[src/rtl/lsu_pkg.sv]
// Shared types for the load/store unit: access-size encodings, FSM states and the
// default data-memory depth.
package lsu_pkg;

  localparam int unsigned DEPTH_WORDS_DEFAULT = 8;

  typedef enum logic [1:0] {
    SZ_BYTE = 2'b00,
    SZ_HALF = 2'b01,
    SZ_WORD = 2'b10,
    SZ_ILL  = 2'b11
  } size_e;

  typedef enum logic [2:0] {
    StIdle,
    StFault,
    StRead,
    StExtract,
    StMerge,
    StWrite,
    StDone
  } state_e;

endpackage

[src/rtl/lsu_if.sv]
// Request/response bundle between the execute stage (master) and the load/store unit (slave).
interface lsu_if;
  logic        req;
  logic        we;
  logic [1:0]  size;
  logic        sign_ext;
  logic [31:0] addr;
  logic [31:0] wdata;
  logic [31:0] rdata;
  logic        busy;
  logic        done;
  logic        misaligned;
  logic        out_of_range;

  modport master (
    output req, we, size, sign_ext, addr, wdata,
    input  rdata, busy, done, misaligned, out_of_range
  );

  modport slave (
    input  req, we, size, sign_ext, addr, wdata,
    output rdata, busy, done, misaligned, out_of_range
  );
endinterface

[src/rtl/lsu_lane_align.sv]
// Little-endian lane handling: extracts/extends a sub-word load from a memory word and
// merges a sub-word store into it.
module lsu_lane_align
  import lsu_pkg::*;
(
  input  logic [31:0] word,
  input  logic [15:0] wdata,
  input  logic [1:0]  offset,
  input  size_e       size,
  input  logic        sign_ext,
  output logic [31:0] load_val,
  output logic [31:0] merge_val
);
  logic [7:0]  byte_lane;
  logic [15:0] half_lane;
  logic [4:0]  shamt;

  always_comb begin
    shamt     = {offset, 3'b000};
    byte_lane = 8'(word >> shamt);
    half_lane = offset[1] ? word[31:16] : word[15:0];
    load_val  = word;
    merge_val = word;
    unique case (size)
      SZ_BYTE: begin
        load_val  = {{24{sign_ext & byte_lane[7]}}, byte_lane};
        merge_val = (word & ~(32'h0000_00ff << shamt)) | ({24'b0, wdata[7:0]} << shamt);
      end
      SZ_HALF: begin
        load_val  = {{16{sign_ext & half_lane[15]}}, half_lane};
        merge_val = offset[1] ? {wdata, word[15:0]} : {word[31:16], wdata};
      end
      default: begin
        load_val  = word;
        merge_val = word;
      end
    endcase
  end
endmodule

[src/rtl/load_store_unit.sv]
// Memory-access stage in front of the word-addressed data memory: checks and latches one
// request, then sequences read / read-modify-write / write while holding busy.
module load_store_unit
  import lsu_pkg::*;
#(
  parameter int unsigned DEPTH_WORDS = DEPTH_WORDS_DEFAULT,
  parameter int unsigned IDX_W       = 3
) (
  input  logic        clk,
  input  logic        rst_n,
  lsu_if.slave        bus,
  output logic [31:0] mem_adr,
  output logic [31:0] mem_writeIn,
  input  logic [31:0] mem_readOut,
  output logic        mem_writePin,
  output logic        mem_readPin
);
  state_e      state_q;
  logic        we_q;
  logic        sign_ext_q;
  size_e       size_q;
  logic [1:0]  offset_q;
  logic [15:0] wdata_q;
  logic [31:0] rdata_q;
  logic        done_q;
  logic        misaligned_q;
  logic        out_of_range_q;

  logic [29:0] word_idx;
  logic        req_misaligned;
  logic        req_out_of_range;
  logic [31:0] load_val;
  logic [31:0] merge_val;

  assign word_idx = bus.addr[31:2];

  // Any index bit above the decoded width is out of range on its own.
  always_comb begin
    req_out_of_range = ((word_idx >> IDX_W) != '0)
                    || (32'(word_idx[IDX_W-1:0]) >= DEPTH_WORDS)
                    || (size_e'(bus.size) == SZ_ILL);
    unique case (size_e'(bus.size))
      SZ_HALF: req_misaligned = bus.addr[0];
      SZ_WORD: req_misaligned = (bus.addr[1:0] != 2'b00);
      default: req_misaligned = 1'b0;
    endcase
  end

  lsu_lane_align u_align (
    .word      (mem_readOut),
    .wdata     (wdata_q),
    .offset    (offset_q),
    .size      (size_q),
    .sign_ext  (sign_ext_q),
    .load_val  (load_val),
    .merge_val (merge_val)
  );

  // Memory pins are registered, so the async reset drops a pending write before its edge.
  always_ff @(posedge clk or negedge rst_n) begin
    if (!rst_n) begin
      state_q        <= StIdle;
      we_q           <= 1'b0;
      sign_ext_q     <= 1'b0;
      size_q         <= SZ_BYTE;
      offset_q       <= 2'b00;
      wdata_q        <= '0;
      rdata_q        <= '0;
      done_q         <= 1'b0;
      misaligned_q   <= 1'b0;
      out_of_range_q <= 1'b0;
      mem_adr        <= '0;
      mem_writeIn    <= '0;
      mem_writePin   <= 1'b0;
      mem_readPin    <= 1'b0;
    end else begin
      done_q         <= 1'b0;
      misaligned_q   <= 1'b0;
      out_of_range_q <= 1'b0;
      mem_writePin   <= 1'b0;
      mem_readPin    <= 1'b0;
      unique case (state_q)
        StIdle: begin
          if (bus.req) begin
            we_q       <= bus.we;
            sign_ext_q <= bus.sign_ext;
            size_q     <= size_e'(bus.size);
            offset_q   <= bus.addr[1:0];
            wdata_q    <= bus.wdata[15:0];
            mem_adr    <= {2'b00, word_idx};
            if (req_misaligned || req_out_of_range) begin
              state_q        <= StFault;
              done_q         <= 1'b1;
              misaligned_q   <= req_misaligned;
              out_of_range_q <= req_out_of_range;
            end else if (bus.we && (size_e'(bus.size) == SZ_WORD)) begin
              state_q      <= StWrite;
              mem_writeIn  <= bus.wdata;
              mem_writePin <= 1'b1;
            end else begin
              state_q     <= StRead;
              mem_readPin <= 1'b1;
            end
          end
        end
        StFault: state_q <= StIdle;
        StRead:  state_q <= we_q ? StMerge : StExtract;
        StExtract: begin
          rdata_q <= load_val;
          done_q  <= 1'b1;
          state_q <= StDone;
        end
        StMerge: begin
          mem_writeIn  <= merge_val;
          mem_writePin <= 1'b1;
          state_q      <= StWrite;
        end
        StWrite: begin
          done_q  <= 1'b1;
          state_q <= StDone;
        end
        StDone:  state_q <= StIdle;
        default: state_q <= StIdle;
      endcase
    end
  end

  assign bus.rdata        = rdata_q;
  assign bus.busy         = (state_q != StIdle);
  assign bus.done         = done_q;
  assign bus.misaligned   = misaligned_q;
  assign bus.out_of_range = out_of_range_q;

endmodule

[src/flat_wrapper.sv]
// flat-port wrapper written by rule: the top's interface ports become plain ports
module load_store_unit_flat import lsu_pkg::*;
#(
  parameter int unsigned DEPTH_WORDS = DEPTH_WORDS_DEFAULT,
  parameter int unsigned IDX_W       = 3
)
  (clk, rst_n, mem_adr, mem_writeIn, mem_readOut, mem_writePin, mem_readPin, bus_req, bus_we, bus_size, bus_sign_ext, bus_addr, bus_wdata, bus_rdata, bus_busy, bus_done, bus_misaligned, bus_out_of_range);
  lsu_if bus_i ();
  input  logic clk;
  input  logic rst_n;
  output logic [31:0] mem_adr;
  output logic [31:0] mem_writeIn;
  input  logic [31:0] mem_readOut;
  output logic mem_writePin;
  output logic mem_readPin;
  input wire logic [$bits(bus_i.req)-1:0] bus_req;
  input wire logic [$bits(bus_i.we)-1:0] bus_we;
  input wire logic [$bits(bus_i.size)-1:0] bus_size;
  input wire logic [$bits(bus_i.sign_ext)-1:0] bus_sign_ext;
  input wire logic [$bits(bus_i.addr)-1:0] bus_addr;
  input wire logic [$bits(bus_i.wdata)-1:0] bus_wdata;
  output wire logic [$bits(bus_i.rdata)-1:0] bus_rdata;
  output wire logic [$bits(bus_i.busy)-1:0] bus_busy;
  output wire logic [$bits(bus_i.done)-1:0] bus_done;
  output wire logic [$bits(bus_i.misaligned)-1:0] bus_misaligned;
  output wire logic [$bits(bus_i.out_of_range)-1:0] bus_out_of_range;
  assign bus_i.req = bus_req;
  assign bus_i.we = bus_we;
  assign bus_i.size = bus_size;
  assign bus_i.sign_ext = bus_sign_ext;
  assign bus_i.addr = bus_addr;
  assign bus_i.wdata = bus_wdata;
  assign bus_rdata = bus_i.rdata;
  assign bus_busy = bus_i.busy;
  assign bus_done = bus_i.done;
  assign bus_misaligned = bus_i.misaligned;
  assign bus_out_of_range = bus_i.out_of_range;
  load_store_unit #(.DEPTH_WORDS(DEPTH_WORDS), .IDX_W(IDX_W)) u_core (.clk(clk), .rst_n(rst_n), .bus(bus_i), .mem_adr(mem_adr), .mem_writeIn(mem_writeIn), .mem_readOut(mem_readOut), .mem_writePin(mem_writePin), .mem_readPin(mem_readPin));
endmodule
[config.mk]
export PLATFORM = sky130hd
export DESIGN_NAME = load_store_unit_flat
export DESIGN_NICKNAME = d
export VERILOG_FILES = /design/src/rtl/lsu_pkg.sv /design/src/rtl/lsu_if.sv /design/src/rtl/lsu_lane_align.sv /design/src/rtl/load_store_unit.sv /design/src/flat_wrapper.sv
export SDC_FILE = /design/constraint.sdc
export NUM_CORES = 1
export LEC_CHECK = 0
export ABC_AREA = 0
export CAP_MARGIN = 10
export CORE_UTILIZATION = 42
export DETAILED_ROUTE_END_ITERATION = 6
export MAX_ROUTING_LAYER = met4
export PLACE_DENSITY_LB_ADDON = 0.08
export SLEW_MARGIN = 25
export SYNTH_ARGS = -nofsm -noshare
export SYNTH_HDL_FRONTEND = slang
export SYNTH_SLANG_ARGS = --single-unit
[constraint.sdc]
create_clock -name clk -period 1.9 [get_ports clk]
set_input_delay 0.38 -clock clk [delete_from_list [all_inputs] [get_ports clk]]
set_output_delay 0.38 -clock clk [all_outputs]
set_load 0.01 [all_outputs]
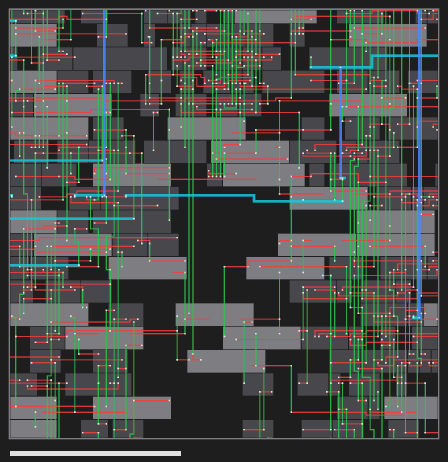
*A small window of the routed layout, run 1*
The bar under the picture is 20 um long. Region (6, 6) to (56, 56) um. Cells in gray, sequential cells in the stronger gray; small squares are vias.
[met2] green
[met4] blue
[met1] red
[met3] cyan
most frequent: dfrtp_1 (26), clkdlybuf4s50_1 (23), mux2_2 (16)
netlist names of flops here include: u_core.mem_adr (13), u_core.mem_writeIn (6), u_core.state_q (3)
sequential cells in the window: 28
cells with their middle in the window: 141

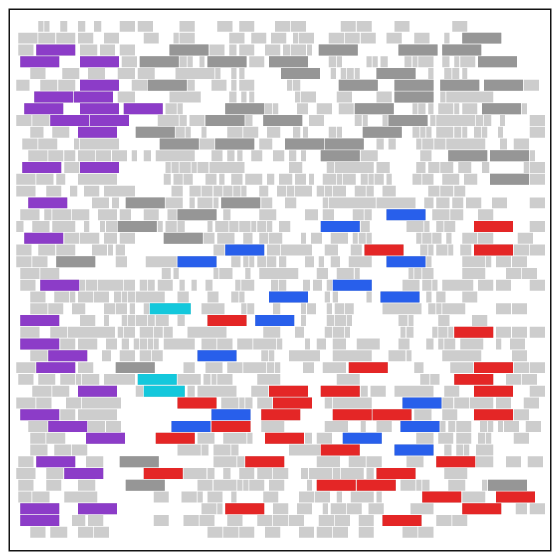
*Register map, names as in the netlist, run 1*
Other sequential cells in the stronger gray, the rest of the logic in the fainter gray.
[u_core.wdata_q] blue | sequential cells: 16
[u_core.mem_writeIn] red | sequential cells: 32
[u_core.mem_adr] purple | sequential cells: 30 | where: a vertical strip on the left
[u_core.state_q] cyan | sequential cells: 3
Reg area: 3110 sq um
P_seq: 4880 uW

==> deck_impl_summary.md, run 1 <==
Run Summary

Power
  • Power share of the combinational group: 0.519
  • P per Cell Area: between 1500 and 2000 nW/um^2
  • Max power group: combinational cells

Finish
  • Signal buf overhead: 0.266
  • Repair and plain buffers: 251
  • Final cell count without fillers: 1034
  • Filler Cells Inserted: 1165

Setup path
  • Arrival time at the worst endpoint: ~2.2 ns

Synth
  • Xor/xnor share: 0
  • Simple-Gate Area Share: 0.122
  • Cells after Synth: 609
  • Top-area cell share: 0.490
  • Top area cell types: dfrtp_1, mux2_2, mux2_4
  • Synth Seq Share: 0.490
  • Dominant kind of combinational cell: multiplexers

Detailed routing
  • # DRC: 26

Clock network
  • Number of hold buffers added after CTS: 1
  • CTS clk-pin slew, worst paths: approximately 0.060 ns

STA
  • Final setup viols: 0
  • Hold Vio Cnt, Final: 0

Floorplan
  • Pre-Place Util: 0.433
  • TAP cells: 184

Run status
  • Status: complete, but fails checks
  • Failing checks: design-rule violations
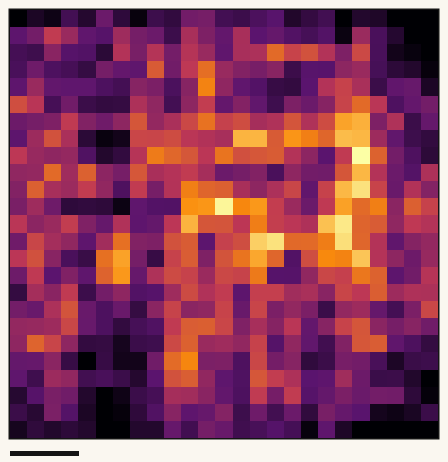
*Wiring heat map, run 1*
The bar under the picture is 20 um long. The die is cut into 25 by 25 equal tiles; black is low, pale yellow is high, scaled to the fullest tile. Values are wire area over tile area, all layers added.
nearly empty tiles: 3.5%
mean over tiles: 0.20
tiles over half the peak: 25%
emptiest ninth of the die: bottom left
fullest tile: 0.54

## run 1: worst paths after layout
kind	slack, ns	to	startpoint
worst max-delay path	0.03	u_core.mem_writeIn[12]	bus_addr[28]
worst min-delay path	0.23	u_core.mem_adr[3]	bus_addr[5]
worst max register to register	0.12	u_core.bus.rdata[28]	u_core.size_q[0]
worst min register to register	0.48	u_core.bus.rdata[8]	u_core.bus.rdata[8]
max in group asynchronous	0.79	u_core.state_q[2]	rst_n
min in group asynchronous	0.47	u_core.mem_writeIn[5]	rst_n
## run 1: layer usage
layer,up-vias,share of wire,GRT usage
met5,-,0,-
met3,32,0.056,0.0584
li1,2606,-,-
met4,0,0.024,0.0904
met2,200,0.52,0.455
met1,2705,0.40,0.297
## run 1: worst max-delay path, stage by stage
cell             delay, ns
clkdlybuf4s50_1       0.46
nor4_4                0.26
nand3_2               0.16
nor3_4                0.20
a21boi_4              0.09
buf_12                0.16
clkbuf_16             0.16
mux2_4                0.29
## run 1: cells in the final DEF, fill, tap and decap left out, types with 4 or more instances in the layout
master           instances
clkbuf_16               18
clkbuf_2                 5
buf_6                    4
mux2_4                  29
a21o_1                   5
buf_12                   9
a21oi_1                 36
nor2b_1                  9
o22ai_1                 18
inv_1                   14
dlygate4sd2_1            5
buf_4                   35
dlymetal6s2s_1          13
clkinvlp_4               4
a221oi_1                 7
nor2_1                  49
o31ai_1                 10
mux2i_1                 15
mux2_2                  54
dfrtp_1                122
a2bb2oi_1                9
o21ai_0                 48
nor4_2                   6
nand2_1                 81
nor3_1                   6
clkdlybuf4s50_1        175
### Placed standard cells, run 1

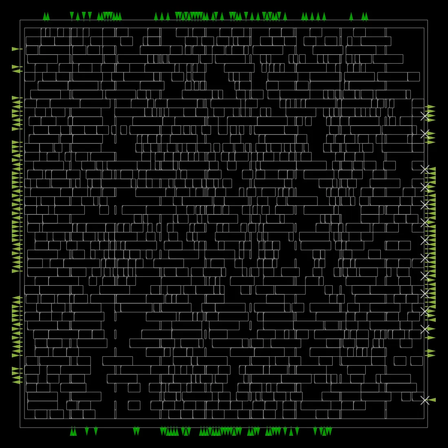

==> run 1 -> run 2 <==
==> constraint.sdc (replaced) <==
create_clock -name clk -period 1.9 [get_ports clk]
set_input_delay 0.475 -clock clk [delete_from_list [all_inputs] [get_ports clk]]
set_output_delay 0.475 -clock clk [all_outputs]
set_load 0.01 [all_outputs]
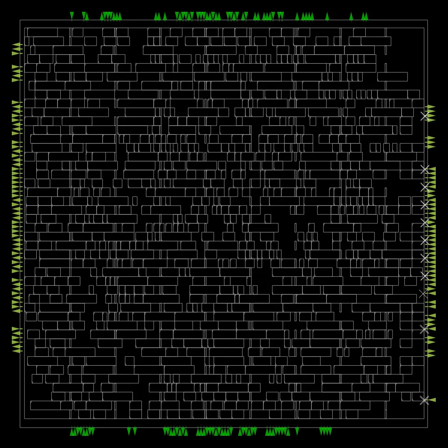
*Placed standard cells, run 2*
Filler Cells Inserted: 1157
fin util: 0.667
final cell count without fillers: 1049
core area: 14600 sq um

==> run 2 against run 1 <==
The flow still finishes with violations (design-rule violations). Sequential share of layout area shrank 0.78 points. Global-route usage rose by 0.25 points. Maximum frequency is 0.38% higher. Largest cell class unchanged. Clock skew barely moved. Register-to-register slack worse by 0.02 ns. Cell count rose by 1.5%. Non-clock buffer count is 16 higher. First-iteration DRC count fell by 14%. Flip-flop count unchanged. Critical endpoint is now u_core.mem_writeIn[25]. Clock power up 14%.
==> deck_impl_summary.md, run 2 <==
Run Summary

Floorplan
  • Pre-Place Util: 0.433
  • Chip Height: roughly 120 um

Setup path
  • CP max stage delay: 0.30 ns
  • Crit path max-delay family: simple AND/OR/NAND/NOR gates
  • Crit-path cells: dlygate4sd2_1 > nor4_2 > nand3_2 > nor3_4 > a21boi_4 > buf_6 > buf_16 > mux2_4
  • Crit Path Class: in -> reg
  • Crit-path slowest cell: nor4_2
  • R2r endpoint: u_core.mem_writeIn[24]
  • Arrival time at the worst endpoint: 2.16 ns
  • WP buf/inv: 3
  • Worst R2R Start: u_core.size_q[1]
  • Reg2reg setup slack: 0.10 ns

Run status
  • Failing checks: design-rule violations
  • Status: complete, but fails checks

Power
  • Max power group: combinational cells
  • P_seq: between 4000 and 5000 uW
  • Sequential power share: 0.275
  • P_leak: roughly 0.0044 uW
  • P per Cell Area: 1800 nW/um^2

Synth
  • Cells after Synth: 609
  • Top-area cell share: 0.490
  • Yosys stat area: 6340 sq um
  • Xor/xnor share: 0
  • Synth Seq Share: 0.490
  • Dominant kind of combinational cell: multiplexers
  • Top area cell types: dfrtp_1, mux2_2, mux2_4
  • Simple-Gate Area Share: 0.122

Global route
  • GR Util met1: 0.299
  • M2 GR Usage: 0.450
  • Busiest grt layer: met2

STA
  • Fin crit period: 1.86 ns
  • Final setup viols: 0
  • Hold Vio Cnt, Final: 0

Place
  • Number of port buffers: a little over 200

Finish
  • Final Cell Area: 9770 sq um
  • Share of layout cells above drive strength 1: 0.242
  • Top Layout Cells: clkdlybuf4s50_1, dfrtp_1, nand2_1
  • Top cell excl fill/tap: clkdlybuf4s50_1
  • Reg area: ~3100 sq um

Clock network
  • CTS clk-pin slew, worst paths: about 0.05 ns
  • Number of hold buffers added after CTS: 1

Hold path
  • Worst Hold Path EP: u_core.mem_adr[9]
  • Worst Min Path Start: bus_addr[11]

Detailed routing
  • # DRC: 21
-- run 2: logic make-up (layout without fill, tap and decap cells) --
group | Yosys count | in the layout
AND/OR/NAND/NOR | 176 | 176
AND-OR/OR-AND | 149 | 149
flip-flops | 124 | 124
multiplexers | 99 | 99
buffers and inverters | 57 | 312
adder cells (fa/ha/maj) | 3 | 3
other | 1 | 2
-- run 2: metrics by stage --
stage / TNS, ns / cells / total power [uW]
2_1_floorplan: 0 / 610 / 9670
3_5_place_dp: -33.05 / 1008 / 13600
6_report: 0 / 1049 / 17600
3_3_place_gp: -30.95 / 1008 / 13400
4_1_cts: -0.0513 / 1047 / 17700
5_1_grt: -0.00178 / 1049 / 18600
-- run 2: worst max path at each step --
stage	from	end	slack, ns	cells past startpoint
global placement	bus_addr[6]	u_core.mem_writeIn[3]	-0.73	8
global route	bus_size[0]	u_core.mem_writeIn[22]	-0.002	9
floorplan	bus_size[0]	u_core.mem_writeIn[0]	0.01	7
CTS	bus_size[1]	u_core.mem_writeIn[25]	-0.01	9
finish	bus_addr[23]	u_core.mem_writeIn[25]	0.04	8
detailed placement	bus_addr[6]	u_core.mem_writeIn[30]	-0.77	8
-- run 2: per-layer routing --
| layer | wire length, um | part of all wire | vias up |
|---|---|---|---|
| met3 | 1110 | 0.057 | 46 |
| met5 | 0 | 0 | - |
| met1 | 7730 | 0.40 | 2686 |
| met2 | 9920 | 0.51 | 222 |
| li1 | - | - | 2633 |
| met4 | 603 | 0.031 | 0 |
-- run 2: final cells by class --
class,instances,share of cell area
clock buffer,20,0.0477
timing repair buffer,267,0.271
sequential,124,0.317
clock inverter,11,0.0219
tap,184,0.0236
multi-input combinational,429,0.313
inverter,14,0.00538
Power is estimated from default activity; no workload was simulated.
